### src/rtl/ecc_encoder.sv
// ecc_encoder: two-stage pipelined SECDED Hamming encoder producing an
// 8/16/32-bit codeword plus a packed 6-bit parity vector.
//
// Ports:
//   clk, rst                 clock, asynchronous active-low reset
//   data_in, codeword_width  word to encode and its width select
//                            (00 small, 01 medium, 10/11 large)
//   in_valid / in_ready      upstream handshake
//   out_valid / out_ready    downstream handshake
//   codeword_out             zero-padded codeword
//   parity_out               packed parity for the error-count logic
//   width_out                width select carried with the word
//   word_count               saturating count of output handshakes
//
// Optional build macro ECC_ERR_INJECT_EN adds inj_en / inj_pos, which
// flip one codeword bit after encoding.

module ecc_encoder #(
    parameter int DATA_WIDTH = 32,
    parameter int AMBA_WORD  = 32
) (
    input  logic                  clk,
    input  logic                  rst,
    input  logic [DATA_WIDTH-1:0] data_in,
    input  logic [1:0]            codeword_width,
`ifdef ECC_ERR_INJECT_EN
    input  logic                  inj_en,
    input  logic [4:0]            inj_pos,
`endif
    input  logic                  in_valid,
    output logic                  in_ready,
    output logic                  out_valid,
    input  logic                  out_ready,
    output logic [AMBA_WORD-1:0]  codeword_out,
    output logic [5:0]            parity_out,
    output logic [1:0]            width_out,
    output logic [15:0]           word_count
);

    // Hamming position of data bit j: j-th integer >= 3 that is
    // not a power of two.
    function automatic logic [4:0] hpos(input int j);
        int n;
        logic [4:0] res;
        n   = 0;
        res = '0;
        for (int c = 3; c < 32; c++) begin
            if ((c & (c - 1)) != 0) begin
                if (n == j) res = 5'(c);
                n++;
            end
        end
        return res;
    endfunction

    logic        v1_q, v2_q;
    logic [25:0] d1_q, d1_d;
    logic [1:0]  w1_q, w2_q;
    logic [31:0] cw_q, cw_d, cw_clean;
    logic [5:0]  par_q, par_d;
    logic [15:0] cnt_q;
    logic [4:0]  chk;
    logic [4:0]  pos;
    logic        advance;
    logic        unused_hi;

`ifdef ECC_ERR_INJECT_EN
    logic        ie1_q;
    logic [4:0]  ip1_q;
`endif

    if (DATA_WIDTH > 26) begin : g_hi
        assign unused_hi = ^data_in[DATA_WIDTH-1:26];
    end else begin : g_nohi
        assign unused_hi = 1'b0;
    end

    assign advance  = !v2_q || out_ready;
    assign in_ready = !v1_q || advance;

    // Bits above K are zeroed so the encoder can treat every width
    // as a 26-bit word.
    always_comb begin
        d1_d = '0;
        case (codeword_width)
            2'b00:   d1_d[3:0]  = data_in[3:0];
            2'b01:   d1_d[10:0] = data_in[10:0];
            default: d1_d       = data_in[25:0];
        endcase
    end

    // Masked-off data bits are zero, so the five raw check bits are
    // valid for every width; only the overall bit depends on r.
    always_comb begin
        chk = '0;
        pos = '0;
        for (int j = 0; j < 26; j++) begin
            pos = hpos(j);
            for (int i = 0; i < 5; i++) begin
                if (pos[i]) chk[i] = chk[i] ^ d1_q[j];
            end
        end
    end

    always_comb begin
        cw_clean = '0;
        case (w1_q)
            2'b00: begin
                cw_clean[7:0] = {^d1_q ^ ^chk[2:0], chk[2:0], d1_q[3:0]};
            end
            2'b01: begin
                cw_clean[15:0] = {^d1_q ^ ^chk[3:0], chk[3:0], d1_q[10:0]};
            end
            default: begin
                cw_clean = {^d1_q ^ ^chk, chk, d1_q};
            end
        endcase
    end

`ifdef ECC_ERR_INJECT_EN
    always_comb begin
        cw_d = cw_clean;
        if (ie1_q) begin
            case (w1_q)
                2'b00:   if (ip1_q < 5'd8)  cw_d[ip1_q] = ~cw_clean[ip1_q];
                2'b01:   if (ip1_q < 5'd16) cw_d[ip1_q] = ~cw_clean[ip1_q];
                default: cw_d[ip1_q] = ~cw_clean[ip1_q];
            endcase
        end
    end
`else
    assign cw_d = cw_clean;
`endif

    // Parity is read back from the (possibly corrupted) codeword.
    always_comb begin
        par_d = '0;
        case (w1_q)
            2'b00:   par_d = {cw_d[7], 2'b00, cw_d[6:4]};
            2'b01:   par_d = {cw_d[15], 1'b0, cw_d[14:11]};
            default: par_d = cw_d[31:26];
        endcase
    end

    always_ff @(posedge clk or negedge rst) begin
        if (!rst) begin
            v1_q <= 1'b0;
            d1_q <= '0;
            w1_q <= '0;
`ifdef ECC_ERR_INJECT_EN
            ie1_q <= 1'b0;
            ip1_q <= '0;
`endif
        end else if (in_ready) begin
            v1_q <= in_valid;
            if (in_valid) begin
                d1_q <= d1_d;
                w1_q <= codeword_width;
`ifdef ECC_ERR_INJECT_EN
                ie1_q <= inj_en;
                ip1_q <= inj_pos;
`endif
            end
        end
    end

    always_ff @(posedge clk or negedge rst) begin
        if (!rst) begin
            v2_q  <= 1'b0;
            cw_q  <= '0;
            par_q <= '0;
            w2_q  <= '0;
        end else if (advance) begin
            v2_q <= v1_q;
            if (v1_q) begin
                cw_q  <= cw_d;
                par_q <= par_d;
                w2_q  <= w1_q;
            end
        end
    end

    always_ff @(posedge clk or negedge rst) begin
        if (!rst) begin
            cnt_q <= '0;
        end else if (v2_q && out_ready && cnt_q != 16'hFFFF) begin
            cnt_q <= cnt_q + 16'd1;
        end
    end

    assign out_valid    = v2_q;
    assign codeword_out = AMBA_WORD'(cw_q);
    assign parity_out   = par_q;
    assign width_out    = w2_q;
    assign word_count   = cnt_q;

endmodule

### config.mk
export PLATFORM = sky130hd
export DESIGN_NAME = ecc_encoder
export DESIGN_NICKNAME = d
export VERILOG_FILES = /design/src/rtl/ecc_encoder.sv
export SDC_FILE = /design/constraint.sdc
export NUM_CORES = 1
export LEC_CHECK = 0
export ABC_CLOCK_PERIOD_IN_PS = 2800
export CAP_MARGIN = 30
export CORE_MARGIN = 4
export CORE_UTILIZATION = 50
export DETAILED_ROUTE_END_ITERATION = 10
export HOLD_SLACK_MARGIN = 0.08
export PLACE_DENSITY = 0.8
export SLEW_MARGIN = 20
export SYNTH_ARGS = -nofsm -noshare
export SYNTH_HDL_FRONTEND = slang
export SYNTH_SLANG_ARGS = --single-unit
### constraint.sdc
create_clock -name clk -period 2.8 [get_ports clk]
set_input_delay 0.56 -clock clk [delete_from_list [all_inputs] [get_ports clk]]
set_output_delay 0.56 -clock clk [all_outputs]
set_load 0.05 [all_outputs]
Run 1, signal wires on met1:
Scale: 4 px per um. Cells faint in the background.
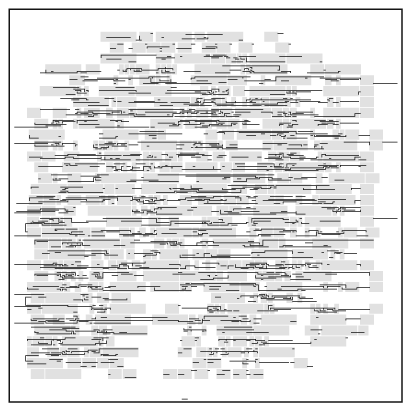
main direction = horizontal
wire length on this layer = 3,810 um
nets with wire on the layer = 465
Vias: 3,087
Detailed Route WL: 8.93 mm

Run 1, signal wires on met2:
Scale: 4 px per um.
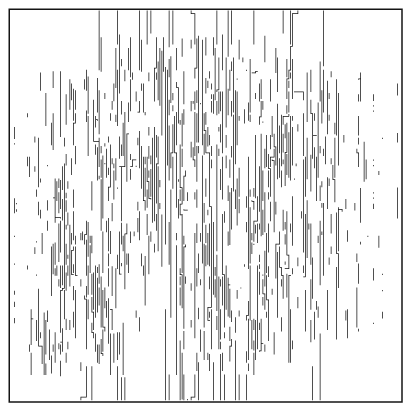
wire length on this layer = 4,420 um
main direction = vertical
nets with wire on the layer = 435
share of all routed wire = 49%
longest straight run = 44.2 um
global-route met2 utilization: 32.9%

==> CHANGELOG.md, run 1 <==
### Changed

- TritonCTS Sinks: 85
- Critical Path Max Stage Delay: 0.52 ns
- R2R Path End: parity_out[5]
- Core area: 0.00777 mm^2
- Most frequent logic cell in the layout: nand2_1
- Synth flops: 85
- Clock buffer depth: 2
- Taps Inserted: 102
- Clock group share of total power: 15.7%
- DR iter-0 viols: 112
- Clock-cell share: 3.80%
- Critical path destination: parity_out[5]
- Worst R2R Path Depth: 6
- Vias in the first global route: 3,136
- Unrepaired setup endpoints after global routing: no
- Std cell rows: 32
- Initial antenna violation count: 0
- Slew Limit Fails: 0
- Critical path cell sequence: xnor3_2 > xor2_1 > xnor3_2 > xor3_1 > a2111o_1 > nand3_1
- Synth Flop Type: dfrtp_1
- Largest cell class by area: sequential cells
- FF+latch area: 0.00213 mm^2
- Largest register FFs: 31
- Status: finished clean
- Skew final: 0.00740 ns
- CP startpoint: d1_q[21]
- DR pass1 iterations: 5
- Final ANT Viol Nets: 0
- R2R setup slack: 0.17 ns
- Switching share of power: 42.7%
- Met3 WL post-DR: 592 um
- Main logic family after synthesis: XOR/XNOR gates
- ANT cells: 0
- Yosys adder share: 0.310%
- Syn_area_per_cell: 10.1 um^2
- Combinational share of cell area: 34.7%
Run 1, metal 3:
Scale: 3 px per um. Cells faint in the background.
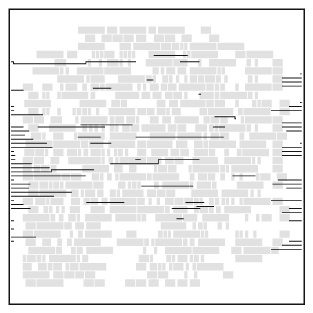
longest straight run = 29.0 um
wire length on this layer = 593 um
main direction = horizontal

Run 1, routing congestion:
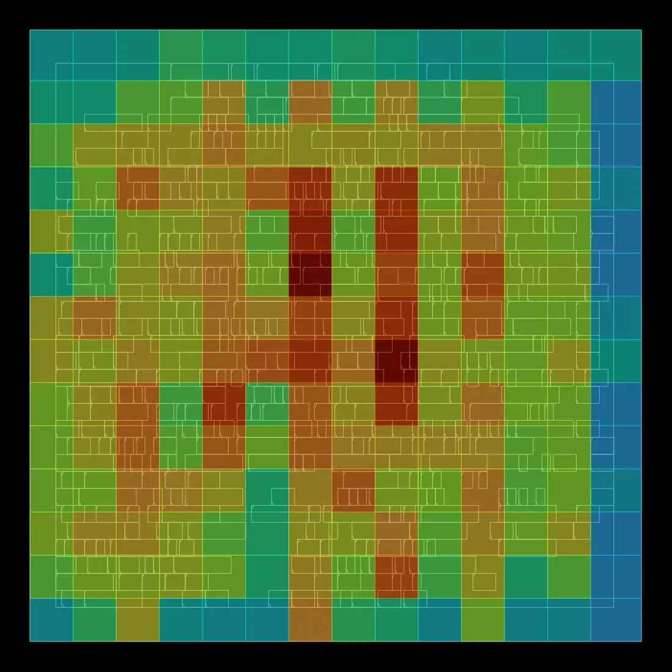
final core occ: 67.9%
gr usage total: 19.4%
gr busiest metal: met2

Run 1, pin placement:
Scale: 4 px per um. Pins as bars across the die edge, other pins in grey.
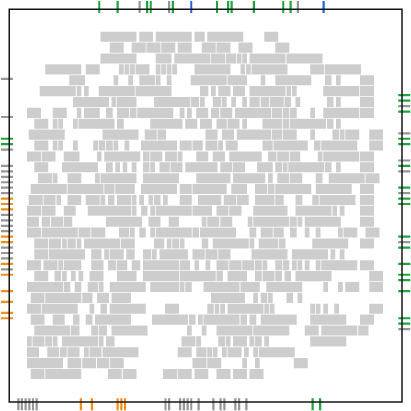

--- run 2 (diff from run 1) ---
Settings changed: CORE_UTILIZATION 50 to 45, HOLD_SLACK_MARGIN 0.08 to 0.1, PLACE_DENSITY 0.8 to 0.73.
Run 2, pin placement:
Scale: 4 px per um. Pins as bars across the die edge, other pins in grey.
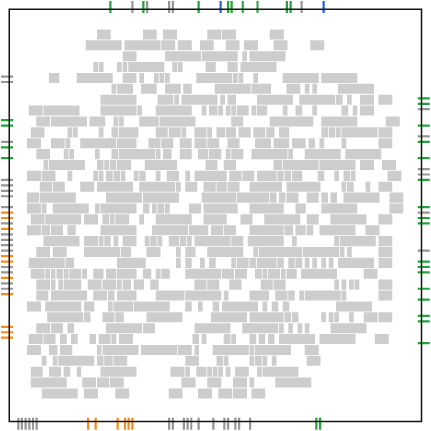
`word_count` -> orange  # pins 16, direction output, edge 10 west, 6 south
`codeword_out` -> green  # pins 32, direction output, edge 17 east, 9 north, 4 west, 2 south
`width_out` -> blue  # pins 2, direction output, edge north
all pins by edge = 31 west, 26 south, 23 east, 16 north

Run 2, metal 3:
Scale: 3 px per um. Cells faint in the background.
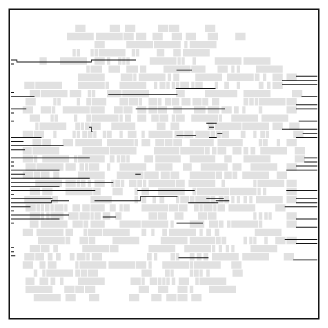
main direction = horizontal
longest straight run = 33.8 um
wire length on this layer = 676 um
share of all routed wire = 7.6%
met3 usage: 5.48%
Vias: 3,013
Detailed Route WL: 8.91 mm

==> run 2 against run 1 <==
Utilization is 7.1 points lower; flip-flop count unchanged; clock-buffer cell count is 1 higher; register-to-register slack about the same; critical endpoint unchanged; non-clock buffer count decreased by 1; sequential power is essentially flat; sequential share of layout area decreased by 0.20 points; critical path depth unchanged; worst hold slack better by 0.010 ns; synthesized cell count unchanged; total power grew 1.5%.
==> CHANGELOG.md, run 2 <==
### Changed

- Status: finished clean
- Most instantiated cells after synthesis: 118 x nand2_1, 85 x dfrtp_1, 41 x xnor2_1, 32 x o21ai_0, 20 x nand3_1
- DR pass1 iterations: 4
- Clock buffer depth: 2
- Critical path cell sequence: xnor3_2 > xor2_1 > xnor3_2 > xor3_1 > a2111o_1 > nand3_1
- Fmax: 382 MHz
- Tally of non-filler cells in the final layout: 602
- Clock group share of total power: 17.2%
- Number of non-clock buffers in the layout: 98
- Top cells, area: dfrtp_1 53%, nand2_1 11%, xnor2_1 8.9%
- ANT cells: 0
- Combinational share of cell area: 34.5%
- CP startpoint: d1_q[21]
- Unrepaired setup endpoints after global routing: no
- Post-layout minimum cycle time: 2.62 ns
- Slew Limit Fails: 0
- CTS tree: built
- Skew final: 0.00828 ns
- Post-synth seq share: 52.7%
- Syn_area_per_cell: 10.1 um^2
- Global-route met2 utilization: 28.6%
- Vias per std cell: 5.00
- Worst R2R Path Depth: 6
- Initial antenna violation count: 0
- Non-clk invs: 1
- TritonCTS Sinks: 85
- Taps Inserted: 108
- DR iter-0 viols: 144
- Std cell rows: 34
- Max_slew headroom: 61.5%
- Wirelength per Cell: 14.8 um
- Gr busiest metal: met2
- Final core occ: 60.7%
- Clock-cell share: 4.27%
- Yosys adder share: 0.310%
- Root Driver: clkbuf_8
- Gr usage total: 18.1%
- Largest cell class by area: sequential cells
- Core area: 0.00872 mm^2
- Switching share of power: 41.9%
- R2R Path End: parity_out[5]
- Non-clock buffer share: 18.5%
- Reg2reg start: d1_q[21]
- Synth Flop Type: dfrtp_1
- First-pass GRT wire length: 14.6 mm
- Fin nets: 528
- FF+latch area: 0.00213 mm^2
- Critical Path Max Stage Delay: 0.51 ns
- Seq. pwr: 1710 uW
- Largest register FFs: 31
- Synth flops: 85
- Critical path destination: parity_out[5]
- R2R setup slack: 0.18 ns
- Netlist area before placement: 0.00403 mm^2
- Layout cell share with drive strength beyond 1: 7.89%
- Main logic family after synthesis: XOR/XNOR gates
- Met3 WL post-DR: 675 um
- Final ANT Viol Nets: 0
- Most frequent logic cell in the layout: nand2_1
Run 2, signal wires on met2:
Scale: 4 px per um.
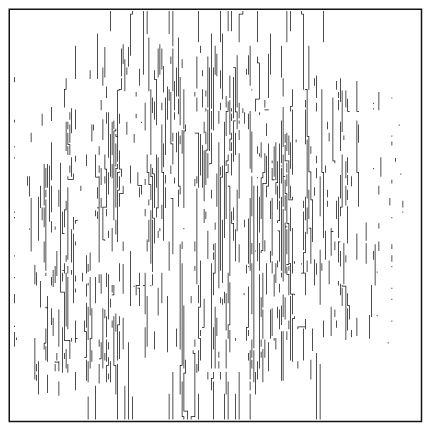
longest straight run = 40.5 um
nets with wire on the layer = 422
share of all routed wire = 47%

Power and IR drop assume default switching activity.
